<file path="src/rtl/fetch_pkg.sv">
// Shared types for the IF next-PC sequencer.
// State encoding, redirect causes and the redirect priority picker.
package fetch_pkg;

  typedef enum logic [1:0] {
    BOOT  = 2'd0,
    FETCH = 2'd1,
    WAIT  = 2'd2
  } state_e;

  typedef enum logic [1:0] {
    C_NONE   = 2'd0,
    C_BRANCH = 2'd1,
    C_JUMP   = 2'd2,
    C_EXC    = 2'd3
  } cause_e;

  typedef struct packed {
    cause_e      cause;
    logic [31:0] target;
  } redir_t;

  localparam logic [31:0] PC_INC = 32'd4;

  // Cause values are ordered so a numerically larger cause wins.
  function automatic redir_t pick_redir(
    input logic        exc,
    input logic        jmp,
    input logic [31:0] jt,
    input logic        br,
    input logic [31:0] bt,
    input logic [31:0] ev
  );
    redir_t r;
    r.cause  = C_NONE;
    r.target = '0;
    if (exc) begin
      r.cause  = C_EXC;
      r.target = ev;
    end else if (jmp) begin
      r.cause  = C_JUMP;
      r.target = jt;
    end else if (br) begin
      r.cause  = C_BRANCH;
      r.target = bt;
    end
    return r;
  endfunction

endpackage

</file>
<file path="src/rtl/fetch_ctrl_redirect_hold.sv">
// Pending-redirect register for fetch_ctrl.
// Keeps the highest-priority redirect seen while IF is stalled.
module redirect_hold
  import fetch_pkg::*;
#(
  parameter logic [31:0] EXC_VECTOR = 32'h80000180
) (
  input  logic        clk,
  input  logic        rst_n,
  input  logic        capture,
  input  logic        clear,
  input  logic        exc_req,
  input  logic        jump,
  input  logic [31:0] jump_target,
  input  logic        branch_taken,
  input  logic [31:0] branch_target,
  output logic        pend_valid,
  output logic [31:0] pend_target
);

  redir_t in_r;
  cause_e pend_cause;
  logic   load;

  always_comb begin
    in_r = pick_redir(exc_req, jump, jump_target,
                      branch_taken, branch_target,
                      EXC_VECTOR);
    load = capture && (in_r.cause != C_NONE) &&
           (!pend_valid || (in_r.cause >= pend_cause));
  end

  always_ff @(posedge clk or negedge rst_n) begin
    if (!rst_n) begin
      pend_valid  <= 1'b0;
      pend_cause  <= C_NONE;
      pend_target <= '0;
    end else if (clear) begin
      pend_valid  <= 1'b0;
      pend_cause  <= C_NONE;
    end else if (load) begin
      pend_valid  <= 1'b1;
      pend_cause  <= in_r.cause;
      pend_target <= in_r.target;
    end
  end

endmodule

</file>
<file path="src/rtl/fetch_ctrl.sv">
// IF next-PC sequencer and imem req/ack controller.
// Optional macro FETCH_PERF_CNT_EN adds stall/redirect counters.
module fetch_ctrl
  import fetch_pkg::*;
#(
  parameter logic [31:0] RESET_PC   = 32'h00100008,
  parameter logic [31:0] EXC_VECTOR = 32'h80000180,
  parameter int          MAX_WAIT   = 15
) (
  input  logic        clk,
  input  logic        rst_n,
  input  logic [31:0] pcfetch,
  input  logic        hazard_stall,
  input  logic        branch_taken,
  input  logic [31:0] branch_target,
  input  logic        jump,
  input  logic [31:0] jump_target,
  input  logic        exc_req,
  input  logic        imem_ack,
  output logic        imem_req,
  output logic [31:0] imem_addr,
  output logic [31:0] pcadd,
  output logic        stallf,
  output logic        flushd,
`ifdef FETCH_PERF_CNT_EN
  output logic [31:0] perf_stall_cycles,
  output logic [31:0] perf_redirects,
`endif
  output logic        imem_timeout
);

  localparam logic [7:0] MAX_W = 8'(MAX_WAIT);

  state_e      state, state_nxt;
  logic [7:0]  wait_cnt, cnt_nxt;
  logic        pend_valid;
  logic [31:0] pend_target;
  redir_t      live;
  logic [31:0] npc;
  logic        redir_hit;
  logic        apply;
  logic        tmo;
  logic        capture;
  logic        redirected;

  redirect_hold #(
    .EXC_VECTOR(EXC_VECTOR)
  ) u_hold (
    .clk          (clk),
    .rst_n        (rst_n),
    .capture      (capture),
    .clear        (apply | tmo),
    .exc_req      (exc_req),
    .jump         (jump),
    .jump_target  (jump_target),
    .branch_taken (branch_taken),
    .branch_target(branch_target),
    .pend_valid   (pend_valid),
    .pend_target  (pend_target)
  );

  always_comb begin
    live = pick_redir(exc_req, jump, jump_target,
                      branch_taken, branch_target,
                      EXC_VECTOR);
    redir_hit = pend_valid || (live.cause != C_NONE);
    if (live.cause == C_EXC)
      npc = EXC_VECTOR;
    else if (pend_valid)
      npc = pend_target;
    else if (live.cause != C_NONE)
      npc = live.target;
    else
      npc = pcfetch + PC_INC;
  end

  always_comb begin
    state_nxt = state;
    cnt_nxt   = wait_cnt;
    imem_req  = 1'b0;
    stallf    = 1'b0;
    pcadd     = pcfetch;
    apply     = 1'b0;
    tmo       = 1'b0;
    unique case (state)
      BOOT: begin
        pcadd     = RESET_PC;
        state_nxt = FETCH;
      end
      FETCH: begin
        imem_req = 1'b1;
        if (hazard_stall) begin
          stallf = 1'b1;
        end else if (imem_ack) begin
          pcadd = npc;
          apply = 1'b1;
        end else begin
          stallf    = 1'b1;
          state_nxt = WAIT;
          cnt_nxt   = 8'd1;
        end
      end
      WAIT: begin
        imem_req = 1'b1;
        if (!imem_ack && wait_cnt == MAX_W) begin
          tmo       = 1'b1;
          pcadd     = EXC_VECTOR;
          state_nxt = FETCH;
          cnt_nxt   = '0;
        end else if (imem_ack) begin
          state_nxt = FETCH;
          cnt_nxt   = '0;
          if (hazard_stall) begin
            stallf = 1'b1;
          end else begin
            pcadd = npc;
            apply = 1'b1;
          end
        end else begin
          stallf  = 1'b1;
          cnt_nxt = wait_cnt + 8'd1;
        end
      end
      default: begin
        state_nxt = BOOT;
        cnt_nxt   = '0;
      end
    endcase
  end

  // BOOT has no fetch in flight, so redirects there are held too.
  assign capture    = stallf || (state == BOOT);
  assign redirected = (apply && redir_hit) || tmo;
  assign imem_addr  = pcfetch;

  always_ff @(posedge clk or negedge rst_n) begin
    if (!rst_n) begin
      state        <= BOOT;
      wait_cnt     <= '0;
      flushd       <= 1'b0;
      imem_timeout <= 1'b0;
    end else begin
      state        <= state_nxt;
      wait_cnt     <= cnt_nxt;
      flushd       <= redirected;
      imem_timeout <= tmo;
    end
  end

`ifdef FETCH_PERF_CNT_EN
  always_ff @(posedge clk or negedge rst_n) begin
    if (!rst_n) begin
      perf_stall_cycles <= '0;
      perf_redirects    <= '0;
    end else begin
      if (stallf && perf_stall_cycles != '1)
        perf_stall_cycles <= perf_stall_cycles + 32'd1;
      if (redirected && perf_redirects != '1)
        perf_redirects <= perf_redirects + 32'd1;
    end
  end
`endif

endmodule
</file>
<file path="config.mk">
export PLATFORM = sky130hd
export DESIGN_NAME = fetch_ctrl
export DESIGN_NICKNAME = d
export VERILOG_FILES = /design/src/rtl/fetch_pkg.sv /design/src/rtl/fetch_ctrl_redirect_hold.sv /design/src/rtl/fetch_ctrl.sv
export SDC_FILE = /design/constraint.sdc
export NUM_CORES = 1
export LEC_CHECK = 0
export ABC_AREA = 1
export CELL_PAD_IN_SITES_DETAIL_PLACEMENT = 1
export CELL_PAD_IN_SITES_GLOBAL_PLACEMENT = 2
export CORE_ASPECT_RATIO = 1.75
export CORE_MARGIN = 3
export CORE_UTILIZATION = 22
export CTS_BUF_LIST = sky130_fd_sc_hd__clkbuf_8
export CTS_CLUSTER_DIAMETER = 100
export CTS_CLUSTER_SIZE = 25
export DETAILED_ROUTE_END_ITERATION = 10
export PLACE_DENSITY = 0.85
export SLEW_MARGIN = 20
export SYNTH_ARGS = -nofsm -noshare
export SYNTH_HDL_FRONTEND = slang
export SYNTH_SLANG_ARGS = --single-unit
</file>
<file path="constraint.sdc">
create_clock -name clk -period 1.74 [get_ports clk]
set_input_delay 0.261 -clock clk [delete_from_list [all_inputs] [get_ports clk]]
set_output_delay 0.261 -clock clk [all_outputs]
set_load 0.1 [all_outputs]
</file>
==> images/drive_strength.png <==
Scale: 3 px per um.
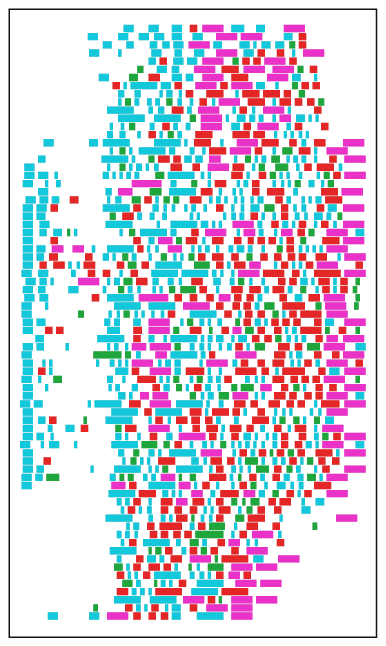
Green is drive 2, cells 132, most used nand2_2. Cyan is drive 1 or less, cells 625, most used nand2_1. Magenta is drive 6 and up, cells 120, most used buf_12. Red is drive 3 to 4, cells 316, most used buf_4.

==> images/met3.png <==
Scale: 1.5 px per um.
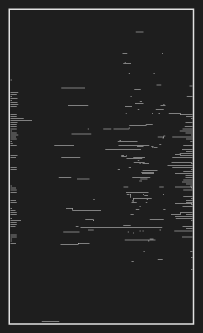
154 nets have wire on it. The wires run mostly horizontal. The longest straight run is 54.3 um.

==> images/met2.png <==
Scale: 1.5 px per um. Cells faint in the background.
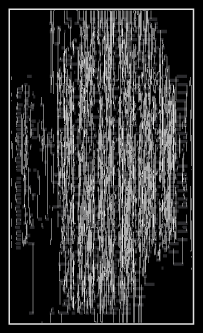
The longest straight run is 74.8 um. The layer holds 55% of the routed length.

## worst reg2reg max path: cells and delay by family (launching register included)
family / cells / cell delay [ns]
AND/OR/NAND/NOR: 8 / 0.79
buffers and inverters: 6 / 0.70
flip-flops: 1 / 0.41
adder cells (fa/ha/maj): 1 / 0.17
## power groups by stage
stage / Clock (mW) / Combinational, mW / Sequential [mW]
2_1_floorplan: 0 / 7.28 / 1.71
5_1_grt: 0.774 / 15.0 / 1.91
3_5_place_dp: 0 / 12.2 / 1.75
3_3_place_gp: 0 / 12.0 / 1.73
6_report: 0.707 / 14.3 / 1.87
4_1_cts: 0.739 / 13.3 / 1.73
## how the worst min path moves through the flow
stage | start | endpoint | slack (ns) | depth (start not counted)
3_3_place_gp | rst_n | wait_cnt[2] | 0.27 | 2
4_1_cts | rst_n | wait_cnt[1] | 0.44 | 3
2_1_floorplan | rst_n | flushd | -0.03 | 0
3_5_place_dp | rst_n | wait_cnt[2] | 0.27 | 2
6_report | rst_n | wait_cnt[1] | 0.43 | 3
5_1_grt | rst_n | wait_cnt[1] | 0.46 | 3
## stage by stage
step / util [%] / hold slack (ns)
finish: 47.3 / 0.432
floorplan: - / -0.0346
detailed placement: 42.4 / 0.268
CTS: 45.6 / 0.440
global route: 47.3 / 0.461
global placement: 42.4 / 0.269
## sequential cells by signal, indices dropped and copies added (netlist names)
register            cells
u_hold.pend_target     32
wait_cnt                8
state                   2
u_hold.pend_cause       2
flushd                  1
imem_timeout            1
u_hold.pend_valid       1
## layer usage
layer | up-vias | GRT usage [%]
li1 | 3452 | -
met1 | 3514 | 23.3
met2 | 229 | 41.6
met3 | 78 | 1.62
met4 | 0 | 9.44
met5 | - | 0
==> results_tabular.tex <==
% Table of physical implementation metrics
\begin{tabular}{lr}
\hline
Metric & Value \\
\hline
\multicolumn{2}{l}{\textbf{Run status}} \\
Run status & finished, violations left \\
Violations in the final reports & setup timing \\
\multicolumn{2}{l}{\textbf{STA}} \\
Final critical-path setup slack & -0.729 ns \\
Transition time at the pin with the least slew margin & 0.387 ns \\
Final setup viols & slightly above 70 \\
\multicolumn{2}{l}{\textbf{Yosys}} \\
Top-area cell share & a little under a quarter \\
Chip Area, Yosys & 5170 um2 \\
Ys flop type & sky130\_fd\_sc\_hd\_\_dfrtp\_1 \\
Number of cells in Yosys stat & $\sim$840 \\
Cell variety after synth & 49 \\
Yosys top cell by area & sky130\_fd\_sc\_hd\_\_dfrtp\_1 \\
Simple-gate area share of the yosys netlist & 40.0\% \\
Yosys warnings & 0 \\
Commonest cells post-synth & sky130\_fd\_sc\_hd\_\_nand2\_1 (254), sky130\_fd\_sc\_hd\_\_nor2\_1 (87), sky130\_fd\_sc\_hd\_\_inv\_1 (63) \\
Number of flops mapped to enable cells by yosys & 0 \\
\multicolumn{2}{l}{\textbf{Drt}} \\
Final routed DRC violation total & 0 \\
Highest metal layer used by the detailed router & met4 \\
Met2 wire len & between 15 and 20 mm \\
Detailed router's first-iteration violation count & 427 \\
Wire length after detailed routing & 28.9 mm \\
Detailed-route via count & 7,273 \\
Met3 wire length & $\sim$1.0 mm \\
\multicolumn{2}{l}{\textbf{Clock tree}} \\
Clock sink total & 47 \\
CTS clock-pin slew for the worst setup and hold paths & roughly 0.090 ns \\
Post-CTS Setup Inserts & 18 \\
Number of buffers inserted during clock tree synthesis & 5 \\
\multicolumn{2}{l}{\textbf{Critical path}} \\
Critical Path Start Type & input pin \\
Cell family contributing the most delay on the critical path & simple AND/OR/NAND/NOR gates \\
Crit path max-delay cell type & sky130\_fd\_sc\_hd\_\_clkdlybuf4s15\_1 \\
Path depth of the worst reg2reg path & 15 \\
\multicolumn{2}{l}{\textbf{Placed design}} \\
Total half-perimeter wirelength after legalization and detailed placement & 22.2 mm \\
Placed standard-cell area & roughly 9700 um2 \\
Routability cong. & 0.945 \\
\multicolumn{2}{l}{\textbf{GRT}} \\
GRT Total Usage & 21.6\% \\
Number of antenna violations at the first check in global routing & 0 \\
\multicolumn{2}{l}{\textbf{Pwr}} \\
Total Power & 16.9 mW \\
Share of power burned in combinational logic & 84.7\% \\
Clock power share & between 4 and 5\% \\
Power density normalized to cell area & between 1500 and 2000 nW/um2 \\
\multicolumn{2}{l}{\textbf{Floorplan}} \\
Die boundary height & 209 um \\
Count of pins on the block boundary & 171 \\
\multicolumn{2}{l}{\textbf{Layout}} \\
Most common logic cells in the final layout & sky130\_fd\_sc\_hd\_\_buf\_4 (215), sky130\_fd\_sc\_hd\_\_nand2\_1 (167), sky130\_fd\_sc\_hd\_\_buf\_12 (80) \\
Number of diodes & 0 \\
Top cell class by occupied area & buffers \\
Area taken by flip-flops and latches & around 1200 um2 \\
Area Overhead vs Synth & 110\% \\
\multicolumn{2}{l}{\textbf{Flow run}} \\
OpenROAD warning count & 32 \\
\hline
\end{tabular}
No activity file was given, so power comes from the tool's default toggle rates.
